File: src/rtl/sprite_anim_renderer.sv
// sprite_anim_renderer
//   Positioned, animated sprite renderer for the VGA pixel path. It decides
//   whether the beam position falls inside one movable sprite and issues the
//   sprite-sheet ROM address. The ROM index comes back one cycle later, and the
//   block then produces a registered palette index plus an opaque-hit flag.
//   Animation frames advance on vsync strobes, in loop or one-shot mode.
//
// Ports
//   vga_clk, reset_n      pixel clock, synchronous active-low reset
//   DrawX, DrawY, blank   beam position and active-video flag
//   vsync_pulse           frame strobe; latches position/flip, steps animation
//   pos_x, pos_y, flip_h  sprite placement (shadowed at vsync)
//   anim_en, anim_loop    animation enable and loop/one-shot select
//   rom_addr, rom_q       synchronous ROM interface (1-cycle read latency)
//   pix_valid, pix_index  registered overlay result, 2 cycles after DrawX/DrawY
//   frame_idx, anim_done  animation status
//
// state | meaning
// IDLE  | animation stopped, frame 0
// RUN   | stepping frames every FRAME_HOLD vsync strobes
// DONE  | one-shot finished, last frame held
module sprite_anim_renderer #(
  parameter int SPR_W      = 20,
  parameter int SPR_H      = 40,
  parameter int NUM_FRAMES = 4,
  parameter int FRAME_HOLD = 8,
  parameter int SCALE_LOG2 = 0,
  parameter int IDX_W      = 4,
  parameter int TRANSP_IDX = 0,
  parameter int ADDR_W     = $clog2(NUM_FRAMES*SPR_W*SPR_H),
  localparam int FRAME_W   = (NUM_FRAMES > 1) ? $clog2(NUM_FRAMES) : 1
) (
  input  logic               vga_clk,
  input  logic               reset_n,
  input  logic [9:0]         DrawX,
  input  logic [9:0]         DrawY,
  input  logic               blank,
  input  logic               vsync_pulse,
  input  logic [9:0]         pos_x,
  input  logic [9:0]         pos_y,
  input  logic               flip_h,
  input  logic               anim_en,
  input  logic               anim_loop,
  output logic [ADDR_W-1:0]  rom_addr,
  input  logic [IDX_W-1:0]   rom_q,
  output logic               pix_valid,
  output logic [IDX_W-1:0]   pix_index,
  output logic [FRAME_W-1:0] frame_idx,
  output logic               anim_done
);

  localparam int FW    = SPR_W << SCALE_LOG2;
  localparam int FH    = SPR_H << SCALE_LOG2;
  localparam int CNT_W = (FRAME_HOLD > 1) ? $clog2(FRAME_HOLD) : 1;

  typedef enum logic [1:0] {S_IDLE, S_RUN, S_DONE} state_t;

  state_t             r_state, w_state_nxt;
  logic [FRAME_W-1:0] r_frame, w_frame_nxt;
  logic [CNT_W-1:0]   r_cnt, w_cnt_nxt;

  logic [9:0]         r_sx, r_sy;
  logic               r_flip;
  logic               r_s1_hit, r_s2_hit;
  logic [IDX_W-1:0]   r_rom_q;

  logic               w_hit;
  logic [9:0]         w_dx, w_dy, w_lx, w_ly, w_lx_f;
  logic [ADDR_W-1:0]  w_addr;
  logic               w_pix_valid_nxt;

  // 11-bit compares so a sprite hanging past the right/bottom edge clips
  // instead of wrapping back to column/row 0.
  assign w_hit = ({1'b0, DrawX} >= {1'b0, r_sx}) &&
                 ({1'b0, DrawX} <  ({1'b0, r_sx} + 11'(FW))) &&
                 ({1'b0, DrawY} >= {1'b0, r_sy}) &&
                 ({1'b0, DrawY} <  ({1'b0, r_sy} + 11'(FH)));

  // Only meaningful when w_hit is set; the address is forced to 0 otherwise.
  assign w_dx   = DrawX - r_sx;
  assign w_dy   = DrawY - r_sy;
  assign w_lx   = w_dx >> SCALE_LOG2;
  assign w_ly   = w_dy >> SCALE_LOG2;
  assign w_lx_f = r_flip ? (10'(SPR_W - 1) - w_lx) : w_lx;

  assign w_addr = ADDR_W'(r_frame) * ADDR_W'(SPR_W * SPR_H)
                + ADDR_W'(w_ly) * ADDR_W'(SPR_W)
                + ADDR_W'(w_lx_f);

  assign w_pix_valid_nxt = r_s2_hit && (r_rom_q != IDX_W'(TRANSP_IDX));

  always_ff @(posedge vga_clk) begin
    if (!reset_n) begin
      r_sx      <= '0;
      r_sy      <= '0;
      r_flip    <= 1'b0;
      rom_addr  <= '0;
      r_s1_hit  <= 1'b0;
      r_s2_hit  <= 1'b0;
      r_rom_q   <= '0;
      pix_valid <= 1'b0;
      pix_index <= '0;
    end else begin
      // Rendering only sees placement changes at frame boundaries (no tearing).
      if (vsync_pulse) begin
        r_sx   <= pos_x;
        r_sy   <= pos_y;
        r_flip <= flip_h;
      end
      rom_addr  <= w_hit ? w_addr : '0;
      r_s1_hit  <= w_hit & blank;
      r_s2_hit  <= r_s1_hit;
      r_rom_q   <= rom_q;
      pix_valid <= w_pix_valid_nxt;
      pix_index <= w_pix_valid_nxt ? r_rom_q : '0;
    end
  end

  always_ff @(posedge vga_clk) begin
    if (!reset_n) begin
      r_state <= S_IDLE;
      r_frame <= '0;
      r_cnt   <= '0;
    end else begin
      r_state <= w_state_nxt;
      r_frame <= w_frame_nxt;
      r_cnt   <= w_cnt_nxt;
    end
  end

  always_comb begin
    w_state_nxt = r_state;
    w_frame_nxt = r_frame;
    w_cnt_nxt   = r_cnt;
    case (r_state)
      S_IDLE: begin
        w_frame_nxt = '0;
        w_cnt_nxt   = '0;
        if (anim_en) w_state_nxt = S_RUN;
      end
      S_RUN: begin
        // Disable beats a coincident vsync: the counter is not stepped.
        if (!anim_en) begin
          w_state_nxt = S_IDLE;
          w_frame_nxt = '0;
          w_cnt_nxt   = '0;
        end else if (vsync_pulse) begin
          if (32'(r_cnt) < FRAME_HOLD - 1) begin
            w_cnt_nxt = r_cnt + 1'b1;
          end else begin
            w_cnt_nxt = '0;
            if (32'(r_frame) < NUM_FRAMES - 1) w_frame_nxt = r_frame + 1'b1;
            else if (anim_loop)                w_frame_nxt = '0;
            else                               w_state_nxt = S_DONE;
          end
        end
      end
      S_DONE: begin
        if (!anim_en) begin
          w_state_nxt = S_IDLE;
          w_frame_nxt = '0;
          w_cnt_nxt   = '0;
        end
      end
      default: begin
        w_state_nxt = S_IDLE;
        w_frame_nxt = '0;
        w_cnt_nxt   = '0;
      end
    endcase
  end

  assign frame_idx = r_frame;
  assign anim_done = (r_state == S_DONE);

endmodule

File: config.mk
export PLATFORM = sky130hd
export DESIGN_NAME = sprite_anim_renderer
export DESIGN_NICKNAME = d
export VERILOG_FILES = /design/src/rtl/sprite_anim_renderer.sv
export SDC_FILE = /design/constraint.sdc
export NUM_CORES = 1
export LEC_CHECK = 0
export CORE_ASPECT_RATIO = 1.5
export CORE_MARGIN = 2
export CORE_UTILIZATION = 45
export CTS_CLUSTER_DIAMETER = 50
export DETAILED_ROUTE_END_ITERATION = 7
export GPL_ROUTABILITY_DRIVEN = 0
export PLACE_DENSITY = 0.77
export SETUP_SLACK_MARGIN = 0.05
export SYNTH_ARGS = -nofsm -noshare
export SYNTH_HDL_FRONTEND = slang
export SYNTH_SLANG_ARGS = --single-unit
File: constraint.sdc
create_clock -name vga_clk -period 6.8 [get_ports vga_clk]
set_clock_uncertainty 0.15 [all_clocks]
set_input_delay 1.36 -clock vga_clk [delete_from_list [all_inputs] [get_ports vga_clk]]
set_output_delay 1.36 -clock vga_clk [all_outputs]
set_load 0.01 [all_outputs]
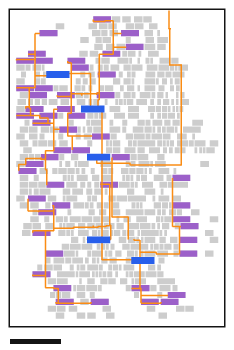
*Routed clock nets over the placement, run 1*
Scale bar: 20 µm.
[clock-net drivers] blue | count: 5
[flip-flops] purple | count: 51
[clock wires] orange | length: 776 µm
flops lie: all over the die
Latency at later pin: 0.30 ns
clock share of power: 19.1%

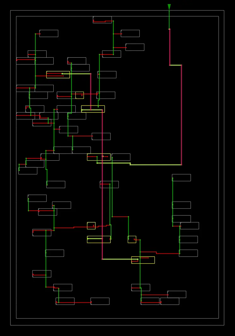
*Clock routing, run 1*
Clock Sinks: 51
clock buffer count: 5
Seq Cell Count: 51
number of CTS-inserted buffers: 5
Clock group: 0.265 mW

==> metrics.cfg, run 1 <==
[global_routing]
antenna_found_initial=0
grt_overflow=0

[final_timing]
slew_headroom_pct=33.1
setup_viol=0
fmax_mhz=165
finalCritPeriodShare_pct=89.3
worstMarginPinSlew_ns=0.996

[power_and_ir_drop]
total_power_mw=1.39
p_per_area_mw_per_mm2=260
peakVddDrop_v=0.000174

[synthesis]
ys_types=59
synthTopCellsByArea=dfxtp_1 (23%), ha_1 (19%), xnor2_1 (6.8%)
synth_area_per_cell_um2=8.71
yosysTopAreaCellShare_pct=23.3
synthArstFlopShare_pct=0
yosysCellCount=502
edf_count=0
synthTopCellsByCount=ha_1 (65), dfxtp_1 (51), inv_1 (49), nor2b_1 (34), xnor2_1 (34)
yosysWarnings=0
yosys.area.top_type=dfxtp_1

[route]
drc=0
first_pass_iters=4
wl_per_cell_um=14.7
vias=3732

[critical_path]
worstSetupEndpointType=register
cp_slowest_cell=fa_1
cp.required_ns=6.85
cpLargestDelayFamily=adder cells

[clock_network]
cts_tree=done
htree_levels=2
cts_hold_buf=0
post-cts-setup-buffer-count=0
cts_root_buffer=clkbuf_16

[floorplan]
fp.dieH_um=125
die_w_um=84.5
row_count=44

[placement]
dp_hpwl_mm=8.30

[outcome]
outcome=complete, no violations

[final_layout]
layout-drive-gt1-share_pct=2.99

[job]
cap_violations=0

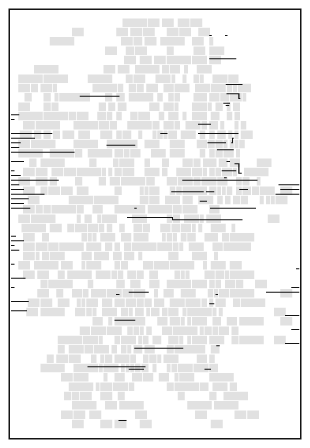
*Metal 3, run 1*
Cells faint in the background.
wire length on this layer: 368 µm
share of all routed wire: 3.7%
nets with wire on the layer: 59
main direction: horizontal
met3 Usage GRT: 2.92%
Total Wirelength: 10.0 mm

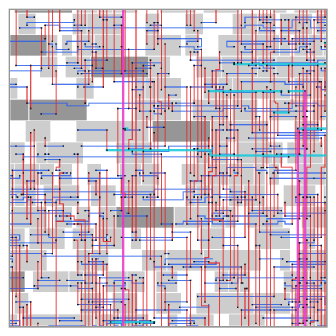
*Close-up of the layout, run 1*
Region (22, 42) to (62, 82) µm. Cells in grey, sequential cells in the stronger grey; small squares are vias.
| layer | colour |
|---|---|
| M3 | cyan |
| M4 | magenta |
| M1 | blue |
| M2 | red |
netlist names of flops here include: frame_idx (2), r_cnt (2)
most frequent: ha_1 (26), xnor2_1 (17), inv_1 (12)
sequential cells in the window: 5
cells with their middle in the window: 138

-- run 1: final timing paths --
path / from / endpoint / slack [ns] / cells past startpoint
worst min-delay path: r_s1_hit / r_s2_hit / 0.30 / 1
worst min register to register: r_s1_hit / r_s2_hit / 0.30 / 1
worst max register to register: r_sy[1] / rom_addr[11] / 1.91 / 19
worst max-delay path: DrawY[0] / rom_addr[11] / 0.73 / 21
-- run 1: kinds of logic (layout without fill, tap and decap cells) --
| logic type | count (synthesis) | in the layout | share of synthesized area, % |
|---|---|---|---|
| simple gates | 138 | 138 | 17.7 |
| compound gates | 105 | 105 | 15.6 |
| fa+ha+maj | 73 | 73 | 22.3 |
| buf+inv | 63 | 129 | 5.58 |
| flops | 51 | 51 | 23.3 |
| xor+xnor | 47 | 47 | 9.73 |
| mux | 25 | 25 | 5.78 |
-- run 1: routing by layer --
layer | global-route usage (%) | vias to the layer above | share of wire (%)
li1 | - | 1871 | -
met1 | 20.1 | 1745 | 39
met2 | 34.9 | 90 | 53
met3 | 2.92 | 26 | 3.7
met4 | 9.15 | 0 | 3.5
met5 | 0 | - | 0
-- run 1: layout by cell type (no fill, tap or decap), drive strengths merged, types with 5 or more instances in the layout --
master,count
a21oi,28
nand3,6
clkdlybuf4s50,70
and2,21
nand2b,6
dfxtp,51
nor3b,5
mux2i,23
nor2,19
a21o,7
ha,65
xnor2,34
clkbuf,5
o21ai,29
nor3,8
xor2,12
inv,51
nand2,19
nor2b,34
fa,8
-- run 1: sequential cells by signal (all words and copies together), names as in the netlist --
register and count:
rom_addr 12, pix_valid 1, r_sx 10, r_s2_hit 1, r_s1_hit 1, r_flip 1, r_sy 10, frame_idx 2
r_rom_q 4, pix_index 4, r_state 2, r_cnt 3
-- run 1: final cells by class --
cell class / instances / area [µm²]
clock buffer: 5 / 125
inverter: 49 / 184
sequential: 51 / 1020
clock inverter: 3 / 26.3
multi-input combinational: 388 / 3110
timing repair buffer: 72 / 716
tap: 115 / 144
fill: 880 / 4260
-- run 1: stage by stage --
stage               cells  worst slack (ns)  hold WS (ns)  instance area (µm²)  util (%)
floorplan             502              1.29         0.262                 4370         -
global placement      675             0.629         0.279                 5170      54.0
detailed placement    675             0.453         0.300                 5170      54.0
CTS                   683             0.766         0.313                 5320      55.6
global route          683             0.365         0.339                 5320      55.6
finish                683             0.729         0.304                 5320      55.6
-- run 1: worst reg2reg max path, stage by stage, from the launching register on --
cell and delay [ns]:
dfxtp_1 0.43, inv_1 0.07, ha_1 0.28, nor2b_1 0.14, o21ai_0 0.15, nand2b_1 0.12, xnor2_1 0.23, ha_1 0.29
ha_1 0.23, inv_1 0.08, fa_1 0.46, fa_1 0.50, inv_1 0.04, ha_1 0.34, a211oi_1 0.27, nor2_1 0.12
o41a_1 0.33, xnor2_1 0.18, xnor3_1 0.22, and2_1 0.15
-- run 1: power by group --
part,internal [mW],total [mW],switching (mW)
registers,0.314,0.326,0.0123
clock network,0.140,0.265,0.125
logic,0.389,0.795,0.406
### Wire density map, run 1

Scale bar: 20 µm. 17 x 25 tiles, from white (low) to dark blue (high), scaled to the fullest tile. Values are wire area over tile area, all layers added.
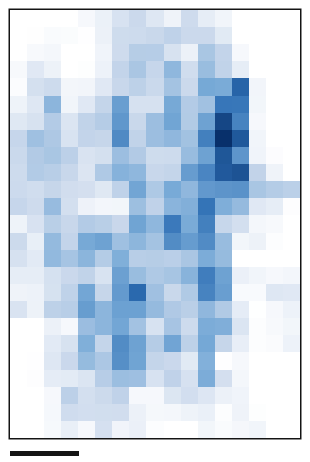

==> inputs of run 2 (changes only) <==
==> constraint.sdc (replaced) <==
create_clock -name vga_clk -period 7.69 [get_ports vga_clk]
set_clock_uncertainty 0.15 [all_clocks]
set_input_delay 1.538 -clock vga_clk [delete_from_list [all_inputs] [get_ports vga_clk]]
set_output_delay 1.538 -clock vga_clk [all_outputs]
set_load 0.01 [all_outputs]
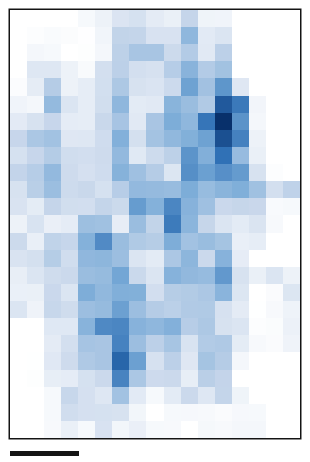
*Wire density map, run 2*
Scale bar: 20 µm. 17 x 25 tiles, from white (low) to dark blue (high), scaled to the fullest tile. Values are wire area over tile area, all layers added.
mean over tiles: 0.15
densest ninth of the die: centre
tiles over half the peak: 6.8%
nearly empty tiles: 19%
fullest tile: 0.70
emptiest ninth of the die: lower right

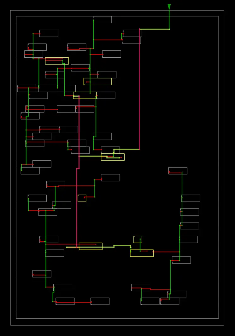
*Clock routing, run 2*
Clock group: 0.263 mW

==> run 2 against run 1 <==
Synthesized cell count did not move. Critical path depth fell by 1. Non-clock buffer count unchanged. Largest cell class unchanged.
==> metrics.cfg, run 2 <==
[power_and_ir_drop]
clockPowerShare_pct=21.0  ; +1.9 points
p_per_area_mw_per_mm2=234  ; -10%
total_power_mw=1.25  ; -9.9%
power_frac_seq_pct=23.1  ; -0.4 points

[clock_network]
clk_latency_ns=0.30  ; about the same
cts_root_buffer=clkbuf_16
htree_levels=2  ; unchanged
cts_hold_buf=0  ; unchanged
cts_tree=done

[final_layout]
layout-drive-gt1-share_pct=2.99  ; unchanged
final_core_util_pct=55.8  ; +0.22 points

[final_timing]
setup_viol=0  ; unchanged
fmax_mhz=160

[critical_path]
cpLargestDelayFamily=adder cells
cp_slowest_cell=clkdlybuf4s50_1

[floorplan]
row_count=44  ; unchanged

[placement]
post-place-ws_ns=1.19  ; +0.742 ns

[synthesis]
synthTopCellsByArea=dfxtp_1 (23%), ha_1 (19%), xnor2_1 (6.8%)
edf_count=0  ; unchanged
synthArstFlopShare_pct=0  ; unchanged

[outcome]
outcome=complete, no violations

[route]
drc=0  ; unchanged
first_pass_iters=7  ; +3

==> run 2: netlist changes by cell type in the layout (fill, tap and decap cells not counted) <==
cell       change
bufinv_16      +1
inv_6          -1
==> run 2: logic make-up (layout without fill, tap and decap cells) <==
| family | count (synthesis) | after routing | share of synthesized area (%) |
|---|---|---|---|
| buf+inv | 63 | 129 | 5.58 |
| mux | 25 | 25 | 5.78 |
| xor+xnor | 47 | 47 | 9.73 |
| simple gates | 138 | 138 | 17.7 |
| fa+ha+maj | 73 | 73 | 22.3 |
| flops | 51 | 51 | 23.3 |
| compound gates | 105 | 105 | 15.6 |
==> run 2: final timing paths <==
check	startpoint	end	slack, ns	cells past startpoint
min reg2reg	r_s1_hit	r_s2_hit	0.31	1
max reg2reg	r_sy[0]	rom_addr[11]	2.84	18
max	DrawY[0]	rom_addr[11]	1.43	20
min	r_s1_hit	r_s2_hit	0.31	1
==> run 2: per-stage QoR <==
step	area [µm²]	cells
6_report	5350	683
5_1_grt	5350	683
4_1_cts	5350	683
3_5_place_dp	5170	675
3_3_place_gp	5170	675
2_1_floorplan	4370	502
==> run 2: power by group through the flow <==
stage               Clock, mW  Combinational [mW]  Sequential, mW
detailed placement          0               0.691           0.295
floorplan                   0               0.533           0.293
global route            0.280               0.794           0.291
finish                  0.263               0.698           0.288
global placement            0               0.658           0.294
CTS                     0.271               0.695           0.288
==> run 2: final cells by class <==
class | count | area (µm²)
Fill cell | 886 | 4230
Multi-Input combinational cell | 388 | 3110
Sequential cell | 51 | 1020
Timing Repair Buffer | 72 | 716
Inverter | 49 | 184
Tap cell | 115 | 144
Clock buffer | 5 | 125
Clock inverter | 3 | 47.5
==> run 2: worst register-to-register path: stages (launching register included) <==
cell	delay (ns)
dfxtp_1	0.34
ha_1	0.22
fa_1	0.41
nor2b_1	0.16
o21ai_0	0.09
a21oi_1	0.31
ha_1	0.32
ha_1	0.30
a21o_1	0.18
a21oi_1	0.23
xnor2_1	0.18
fa_1	0.46
ha_1	0.36
o21ai_0	0.09
nor2_1	0.09
o41a_1	0.33
xnor2_1	0.18
xnor3_1	0.22
and2_1	0.16
==> run 2: metal layers <==
| metal | vias to the layer above | GRT usage [%] |
|---|---|---|
| met5 | - | 0 |
| met4 | 0 | 8.87 |
| met3 | 21 | 2.98 |
| met2 | 102 | 35.8 |
| met1 | 1745 | 21.7 |
| li1 | 1875 | - |
Power figures rest on the tool's default switching activity, not on a simulated workload.
